--- src/rtl/majority_vote_controller.sv ---
// rtl/majority_vote_controller.sv - four-voter round-robin majority vote controller
// Optional collect-phase timeout is enabled by defining MAJORITY_TIMEOUT_EN.

module majority_vote_controller #(
   parameter int unsigned TIMEOUT_CYCLES = 16
) (
   input  logic       clk,
   input  logic       rst,
   input  logic       start,
   input  logic [3:0] vote_valid,
   input  logic [3:0] vote,
   output logic [3:0] vote_ack,
   output logic       result,
   output logic       result_valid,
   input  logic       result_ready,
   output logic       busy,
   output logic [2:0] vote_cnt,
   output logic       timed_out
);

   typedef enum logic [1:0] {
      S_IDLE    = 2'd0,
      S_COLLECT = 2'd1,
      S_EVAL    = 2'd2,
      S_HOLD    = 2'd3
   } state_t;

   state_t     state_q, state_d;
   logic [3:0] rcvd_q, rcvd_d;
   logic [3:0] votes_q, votes_d;
   logic [2:0] cnt_q, cnt_d;
   logic [1:0] ptr_q, ptr_d;
   logic       result_q, result_d;

   logic [3:0] pending;
   logic [3:0] grant;
   logic [1:0] grant_idx;
   logic       grant_found;
   logic [1:0] scan_idx;
   logic       last_vote;
   logic       expire;
   logic [2:0] ones;

`ifdef MAJORITY_TIMEOUT_EN
   localparam logic [7:0] TMR_LAST = 8'(TIMEOUT_CYCLES - 1);
   logic [7:0] tmr_q, tmr_d;
   logic       timed_out_q, timed_out_d;
`endif

   // Round-robin arbiter: first pending voter at or after the pointer wins.
   always_comb begin
      pending     = vote_valid & ~rcvd_q;
      grant       = 4'b0000;
      grant_idx   = 2'd0;
      grant_found = 1'b0;
      scan_idx    = 2'd0;
      for (int k = 0; k < 4; k++) begin
         scan_idx = ptr_q + 2'(k);
         if (!grant_found && pending[scan_idx]) begin
            grant_found = 1'b1;
            grant_idx   = scan_idx;
         end
      end
      if (grant_found) begin
         grant[grant_idx] = 1'b1;
      end
   end

   assign last_vote = grant_found && (cnt_q == 3'd3);

`ifdef MAJORITY_TIMEOUT_EN
   assign expire = !last_vote && (tmr_q == TMR_LAST);
`else
   assign expire = 1'b0;
`endif

   assign ones = {2'b00, votes_q[0]} + {2'b00, votes_q[1]}
               + {2'b00, votes_q[2]} + {2'b00, votes_q[3]};

   always_ff @(posedge clk) begin
      if (rst) begin
         state_q  <= S_IDLE;
         rcvd_q   <= 4'b0000;
         votes_q  <= 4'b0000;
         cnt_q    <= 3'd0;
         ptr_q    <= 2'd0;
         result_q <= 1'b0;
      end else begin
         state_q  <= state_d;
         rcvd_q   <= rcvd_d;
         votes_q  <= votes_d;
         cnt_q    <= cnt_d;
         ptr_q    <= ptr_d;
         result_q <= result_d;
      end
   end

`ifdef MAJORITY_TIMEOUT_EN
   always_ff @(posedge clk) begin
      if (rst) begin
         tmr_q       <= 8'd0;
         timed_out_q <= 1'b0;
      end else begin
         tmr_q       <= tmr_d;
         timed_out_q <= timed_out_d;
      end
   end
`endif

   always_comb begin
      state_d = state_q;
      case (state_q)
         S_IDLE:    if (start) state_d = S_COLLECT;
         S_COLLECT: if (last_vote || expire) state_d = S_EVAL;
         S_EVAL:    state_d = S_HOLD;
         S_HOLD:    if (result_ready) state_d = S_IDLE;
         default:   state_d = S_IDLE;
      endcase
   end

   always_comb begin
      rcvd_d   = rcvd_q;
      votes_d  = votes_q;
      cnt_d    = cnt_q;
      ptr_d    = ptr_q;
      result_d = result_q;
`ifdef MAJORITY_TIMEOUT_EN
      tmr_d       = tmr_q;
      timed_out_d = timed_out_q;
`endif
      case (state_q)
         S_IDLE: begin
            if (start) begin
               rcvd_d  = 4'b0000;
               votes_d = 4'b0000;
               cnt_d   = 3'd0;
               ptr_d   = 2'd0;
`ifdef MAJORITY_TIMEOUT_EN
               tmr_d       = 8'd0;
               timed_out_d = 1'b0;
`endif
            end
         end
         S_COLLECT: begin
            if (grant_found) begin
               rcvd_d             = rcvd_q | grant;
               votes_d[grant_idx] = vote[grant_idx];
               cnt_d              = cnt_q + 3'd1;
               ptr_d              = grant_idx + 2'd1;
            end
`ifdef MAJORITY_TIMEOUT_EN
            tmr_d = tmr_q + 8'd1;
            if (expire) begin
               timed_out_d = 1'b1;
            end
`endif
         end
         S_EVAL: begin
            // Missing votes were cleared to 0 at start, so a 2-2 tie resolves to 0.
            result_d = (ones >= 3'd3);
         end
         default: begin
         end
      endcase
   end

   always_comb begin
      vote_ack     = 4'b0000;
      result_valid = 1'b0;
      busy         = 1'b1;
      case (state_q)
         S_IDLE:    busy = 1'b0;
         S_COLLECT: vote_ack = grant;
         S_HOLD:    result_valid = 1'b1;
         default:   begin
         end
      endcase
   end

   assign result   = result_q;
   assign vote_cnt = cnt_q;

`ifdef MAJORITY_TIMEOUT_EN
   assign timed_out = timed_out_q;
`else
   assign timed_out = 1'b0;
`endif

endmodule
--- config.mk ---
export PLATFORM = sky130hd
export DESIGN_NAME = majority_vote_controller
export DESIGN_NICKNAME = d
export VERILOG_FILES = /design/src/rtl/majority_vote_controller.sv
export SDC_FILE = /design/constraint.sdc
export NUM_CORES = 1
export LEC_CHECK = 0
export CAP_MARGIN = 10
export CORE_MARGIN = 1
export CORE_UTILIZATION = 35
export DETAILED_ROUTE_END_ITERATION = 8
export HOLD_SLACK_MARGIN = 0.06
export PLACE_DENSITY = 0.62
export SYNTH_ARGS = -nofsm -noshare
export SYNTH_HDL_FRONTEND = slang
export SYNTH_SLANG_ARGS = --single-unit
--- constraint.sdc ---
create_clock -name clk -period 2.4 [get_ports clk]
set_clock_uncertainty 0.15 [all_clocks]
set_input_delay 0.48 -clock clk [delete_from_list [all_inputs] [get_ports clk]]
set_output_delay 0.48 -clock clk [all_outputs]
set_load 0.02 [all_outputs]
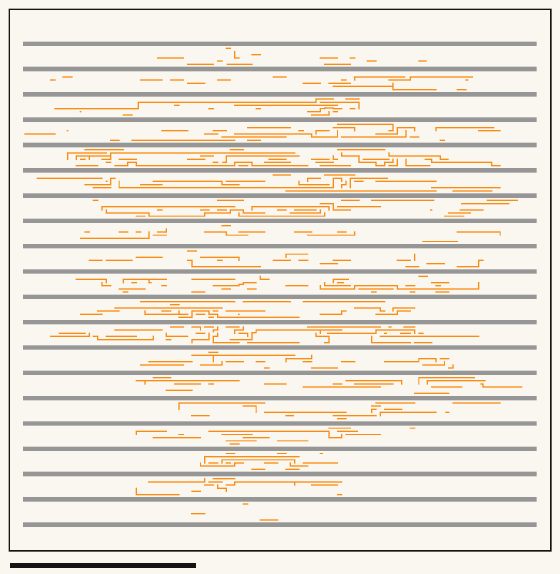
**Above:** M1 wires.
The bar under the picture is 20 um long. Supply wires on this layer in grey.
main direction	horizontal
share of all routed wire	43%
wire length on this layer	1140 um
nets with wire on the layer	174

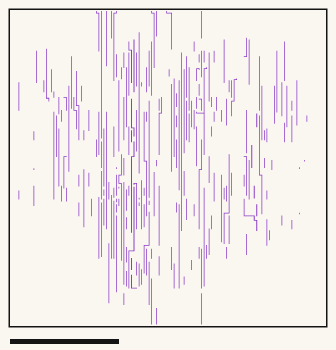
**Above:** metal 2.
The bar under the picture is 20 um long.
longest straight run	32.6 um
main direction	vertical
wire length on this layer	1340 um
nets with wire on the layer	157

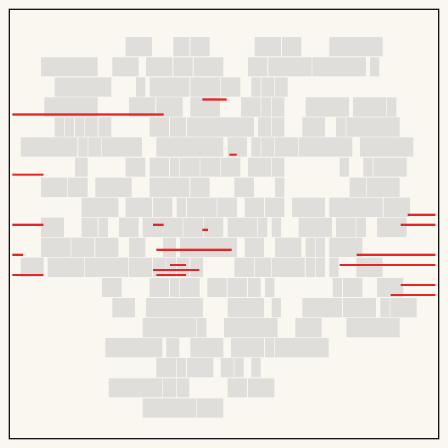
**Above:** signal wires on met3.
nets with wire on the layer	16
longest straight run	20.2 um
main direction	horizontal

==> notes.md <==
Entry: Yosys synthesis followed by OpenROAD place and route.

Synthesis:
- The run gives the average footprint of a synthesized cell as roughly 8.6 sq um.
- Among the non-sequential cells, simple AND/OR/NAND/NOR gates take the most area.
- The run gives the yosys warning tally as 0.
- The run puts the async set or reset register ratio after synthesis at 0%.
- The run gives the flip-flop and latch count after synthesis as 16.
- The number of cells reported by Yosys stat comes to 128.
- For reference, the top cells by area after synthesis are sky130_fd_sc_hd__dfxtp_1 (29%), sky130_fd_sc_hd__ha_1 (15%), sky130_fd_sc_hd__a21oi_1 (6.4%), sky130_fd_sc_hd__inv_1 (4.4%), sky130_fd_sc_hd__nand2_1 (3.8%).
- The run gives the post-synthesis sequential area ratio as between 20% and 30%.
- The biggest area contributor in the post-synthesis netlist is sky130_fd_sc_hd__dfxtp_1.
- The run gives the simple-gate area share of the yosys netlist as 20.84%.
- The area recorded from the Yosys report for this design is around 1100 sq um.
- The run gives the gate count of the mapped netlist as 128.
- After synthesis, the most frequently instantiated cells are sky130_fd_sc_hd__dfxtp_1 (16), sky130_fd_sc_hd__a21oi_1 (14), sky130_fd_sc_hd__ha_1 (13), sky130_fd_sc_hd__inv_1 (13).
- The run puts the number of enable-type register cells in the synthesized netlist at 0.
- Counting distinct cell types in the post-synthesis netlist gives 34.
- At floorplan, the net count of the design was reported as 154.
- The run gives the cell area after synthesis as 1099 sq um.
- Measured against the total synthesized area, the mux share comes to 6.036%.
- The run puts the area share of and-or/or-and cells after synthesis at 20.50%.
- The run gives the most frequently used cell type in the post-synthesis netlist as sky130_fd_sc_hd__dfxtp_1.
- The run puts the post-synthesis share of cell area spent on full adders, half adders and majority gates at approximately 17%.
- The run gives the dominant register cell in the synthesized netlist as sky130_fd_sc_hd__dfxtp_1.
- The run gives the xor/xnor share of the synthesized area as 0%.
- In this run the biggest area consumer among cell types represents between 20% and 30% of the synthesized area.

Final layout:
- The run gives the total area of sequential cells as around 330 sq um.
- The layout report gives the multi-input gate share of total cell area as about half.
- The run puts the clock buffer count in the final layout at 4.
- The run gives the final cell count without fillers as around 200.
- Cells with a size suffix above 1 make up about 34% of the layout.
- The run puts the final design utilization at 57.37%.
- The run puts the sequential cell count of the final layout at 16.
- The run puts the fraction of cell area in non-clock buffers at about 24%.
- The run puts the area used by multi-input combinational logic at roughly 790 sq um.
- The flow measured a signed area growth from synthesis to layout of 48.97%.
- In the final design database the tool counted roughly 200 nets.
- The repair_antennas step left the layout with diodes totalling 0.
- The run puts the sequential share of cell area at 19.88%.
- The clock network takes up under 10% of total cell area after layout.
- By area, the class that comes first in the final layout consists of combinational gates.
- The run gives the cell area after layout as 1637 sq um.
- The run puts the layout filler cell count at approximately 260.
- The run gives the multi-input combinational cell count as 94.
- The run gives the inverter tally of the final layout excluding the clock network as 13.
- The run puts the count of plain and timing-repair buffers at roughly 45.

Clocking:
- The run gives the hold-fix buffer count after cts as 0.
- The run puts the number of buffers added by the clock tree synthesis step at 3.
- The run puts the number of buffers on the longest clock path at 2.
- The run gives the worst-skew pair later-pin latency as 290 ps.
- The run gives the clock transition time at the flip-flop clock pins of the worst setup and hold paths as 100 ps.
- The run gives the post-CTS setup buffer count as 4.
- TritonCTS built the clock tree.
- Per the CTS log, the maximum H-tree level is 1.
- The run gives the clock sink count as 16.
- The run puts the cell resize tally after clock tree synthesis at 50.
- The run gives the clock tree root driver cell as sky130_fd_sc_hd__clkbuf_4.

Routing:
- The run gives the average wire per standard cell as 12.92 um.
- The run gives the first-pass iteration count of the detailed router as 4.
- Once detail routing completed, the nets flagged for antenna violations numbered 0.
- The run puts the DRC violation count after routing at 0.
- The run gives the via total after detailed routing as 1047.
- The script logs the ratio of routed vias to standard cells as 5.158.
- Per the detailed-route log, wirelength across all metal layers totals 2.623 mm.
- The run puts the starting DRC count in detailed routing at 21.

Critical path:
- The run gives the largest stage delay on the critical path as 330 ps.
- The slowest stage of the critical path belongs to the cell sky130_fd_sc_hd__dfxtp_2.
- The signal on the critical path passes through nand2b_4 > mux2_4 > o211ai_4 > inv_2 > ha_4 > and3_4 > buf_6.
- Among cell families on the critical path, the largest total delay comes from flip-flops.
- The critical path contains buffers and inverters numbering 2 combined.
- The worst setup path is captured at an output port.
- The run gives the kind of critical path as reg -> out.
- The run puts the worst endpoint data arrival time at 1800 ps.
- The run puts the required time at the worst-slack endpoint at 1770 ps.
- The worst setup path is launched from a flip-flop.
- The run puts the highest net fanout along the worst path at 4.

Place:
- The run puts the post-place setup slack at -828.3 ps.
- The run puts the weighted congestion at the end of routability-driven global placement at 0.7895.
- The run gives the number of buffers added on ports as 21.
- The run puts the post-detailed-placement cell area at roughly 1500 sq um.
- The run gives the HPWL after detailed placement as 1.993 mm.
- The run puts the post-placement cell count at 195.

Final timing:
- Setup repair after global routing could not meet its margin everywhere.
- The run puts the tightest hold margin at 327.3 ps.
- The run puts the accumulated negative setup slack at -68.60 ps.
- The final timing report gives a worst setup slack of -34.66 ps.
- The run gives the top achievable clock speed as 410.7 MHz.
- The run puts the count of pins over their slew limit at 0.
- The run puts the final worst-path cycle share at 101.4%.
- Endpoints failing hold in the final report were tallied at 0.
- Counting I/O delays and the setup requirement, the final critical path takes approximately 2400 ps.
- In the final report, the number of endpoints failing setup comes to 2.

Die:
- The run puts the number of ports placed on the die boundary at 23.
- The run puts the placeable core region at 2853 sq um.
- The run gives the horizontal die dimension as 58.03 um.
- In this run the vertical extent of the chip is 58.03 um.
- The run puts the area of the die at between 3000 and 4000 sq um.
- The run gives the floorplan row count as 19.
- For this configuration, the core starts out at a cell density of about two fifths.
- The run gives the tapcell count as 31.

Run status:
- The flow ran to the end, but the final reports show violations.
- The checks that failed: setup timing.

Global route:
- The run gives the total global routing overflow as 0.
- The run puts the via count of the first global-routing pass at between 1000 and 1500.
- The number of antenna violations at the first check in global routing was 0.
- The first global-routing pass estimated 4.457 mm of wire.
- Entering global routing, the biggest net connects 15 pins.
- The run puts the global-route usage over all layers at 17.47%.

Flow run:
- The run puts the count of maximum capacitance violations at 0.
- The run puts the tally of OpenROAD warnings at 35.

Pwr:
- The run puts the worst IR drop on VDD at 422.5 uV.
- The run puts the leakage power total at 0.7222 nW.
- The design draws about 1.5 mW.
- The run puts the power density over the cells at 900.4 nW/um^2.

Worst hold path:
- The run gives the class of the most critical hold timing path as reg -> reg.
==> where the power goes <==
group / switching (mW) / leakage, nW / internal [mW]
Clock: 0.0880 / 0.0210 / 0.0924
Sequential: 0.0381 / 0.132 / 0.316
Combinational: 0.477 / 0.569 / 0.462
==> worst register-to-register path: stages, from the launching register on <==
cell and delay [ps]:
sky130_fd_sc_hd__dfxtp_2 330, sky130_fd_sc_hd__nand2b_4 130, sky130_fd_sc_hd__buf_4 130, sky130_fd_sc_hd__o21ai_2 180, sky130_fd_sc_hd__a22oi_4 90, sky130_fd_sc_hd__buf_6 130, sky130_fd_sc_hd__buf_4 120, sky130_fd_sc_hd__buf_4 130
sky130_fd_sc_hd__mux2i_1 100, sky130_fd_sc_hd__mux2_4 300, sky130_fd_sc_hd__o32ai_2 120
==> final timing paths <==
| kind | slack [ps] | to | cells after the start | startpoint |
|---|---|---|---|---|
| max | -30 | vote_ack[3] | 7 | rcvd_q[0] |
| min | 330 | rcvd_q[2] | 2 | rcvd_q[2] |
| max reg2reg | 390 | votes_q[2] | 10 | rcvd_q[0] |
| min reg2reg | 330 | rcvd_q[2] | 2 | rcvd_q[2] |
==> cells by family after synthesis <==
family | count (synthesis)
and+or+nand+nor | 44
AOI/OAI and AO/OA | 29
buffers and inverters | 18
DFF | 16
adders and majority gates | 14
muxes | 6
other | 1
==> per-layer routing <==
layer  vias up  track usage (%)  part of all wire (%)
met3         6            3.571                   3.8
met4         0            7.483                   1.7
met2        22            31.53                    51
li1        532                -                     -
met5         -                0                     0
met1       487            19.81                    43
==> cell usage in the layout (no fill, tap or decap), types with 2 or more instances in the layout <==
master	Yosys	final
sky130_fd_sc_hd__a211oi_1	2	2
sky130_fd_sc_hd__a21oi_1	14	14
sky130_fd_sc_hd__and3_1	4	2
sky130_fd_sc_hd__and3_4	0	2
sky130_fd_sc_hd__buf_4	1	24
sky130_fd_sc_hd__buf_6	0	4
sky130_fd_sc_hd__clkbuf_4	0	3
sky130_fd_sc_hd__clkdlybuf4s50_1	0	12
sky130_fd_sc_hd__dfxtp_1	16	12
sky130_fd_sc_hd__dfxtp_2	0	4
sky130_fd_sc_hd__dlygate4sd2_1	0	2
sky130_fd_sc_hd__ha_1	13	9
sky130_fd_sc_hd__ha_2	0	2
sky130_fd_sc_hd__ha_4	0	2
sky130_fd_sc_hd__inv_1	13	11
sky130_fd_sc_hd__inv_2	0	2
sky130_fd_sc_hd__mux2_4	1	2
sky130_fd_sc_hd__mux2i_1	4	4
sky130_fd_sc_hd__nand2_1	11	11
sky130_fd_sc_hd__nand2b_1	4	2
sky130_fd_sc_hd__nand2b_4	1	3
sky130_fd_sc_hd__nand3_1	6	6
sky130_fd_sc_hd__nand3b_1	2	2
sky130_fd_sc_hd__nand4b_1	2	2
sky130_fd_sc_hd__nor2_1	11	11
sky130_fd_sc_hd__o21ai_2	0	2
sky130_fd_sc_hd__o32ai_1	2	2
sky130_fd_sc_hd__o32ai_2	2	2
==> registers in the layout, indices dropped and copies added (netlist names) <==
name and count:
rcvd_q 4, votes_q 4, result 1, state_q 2
vote_cnt 3, ptr_q 2
Power and IR drop assume default switching activity.
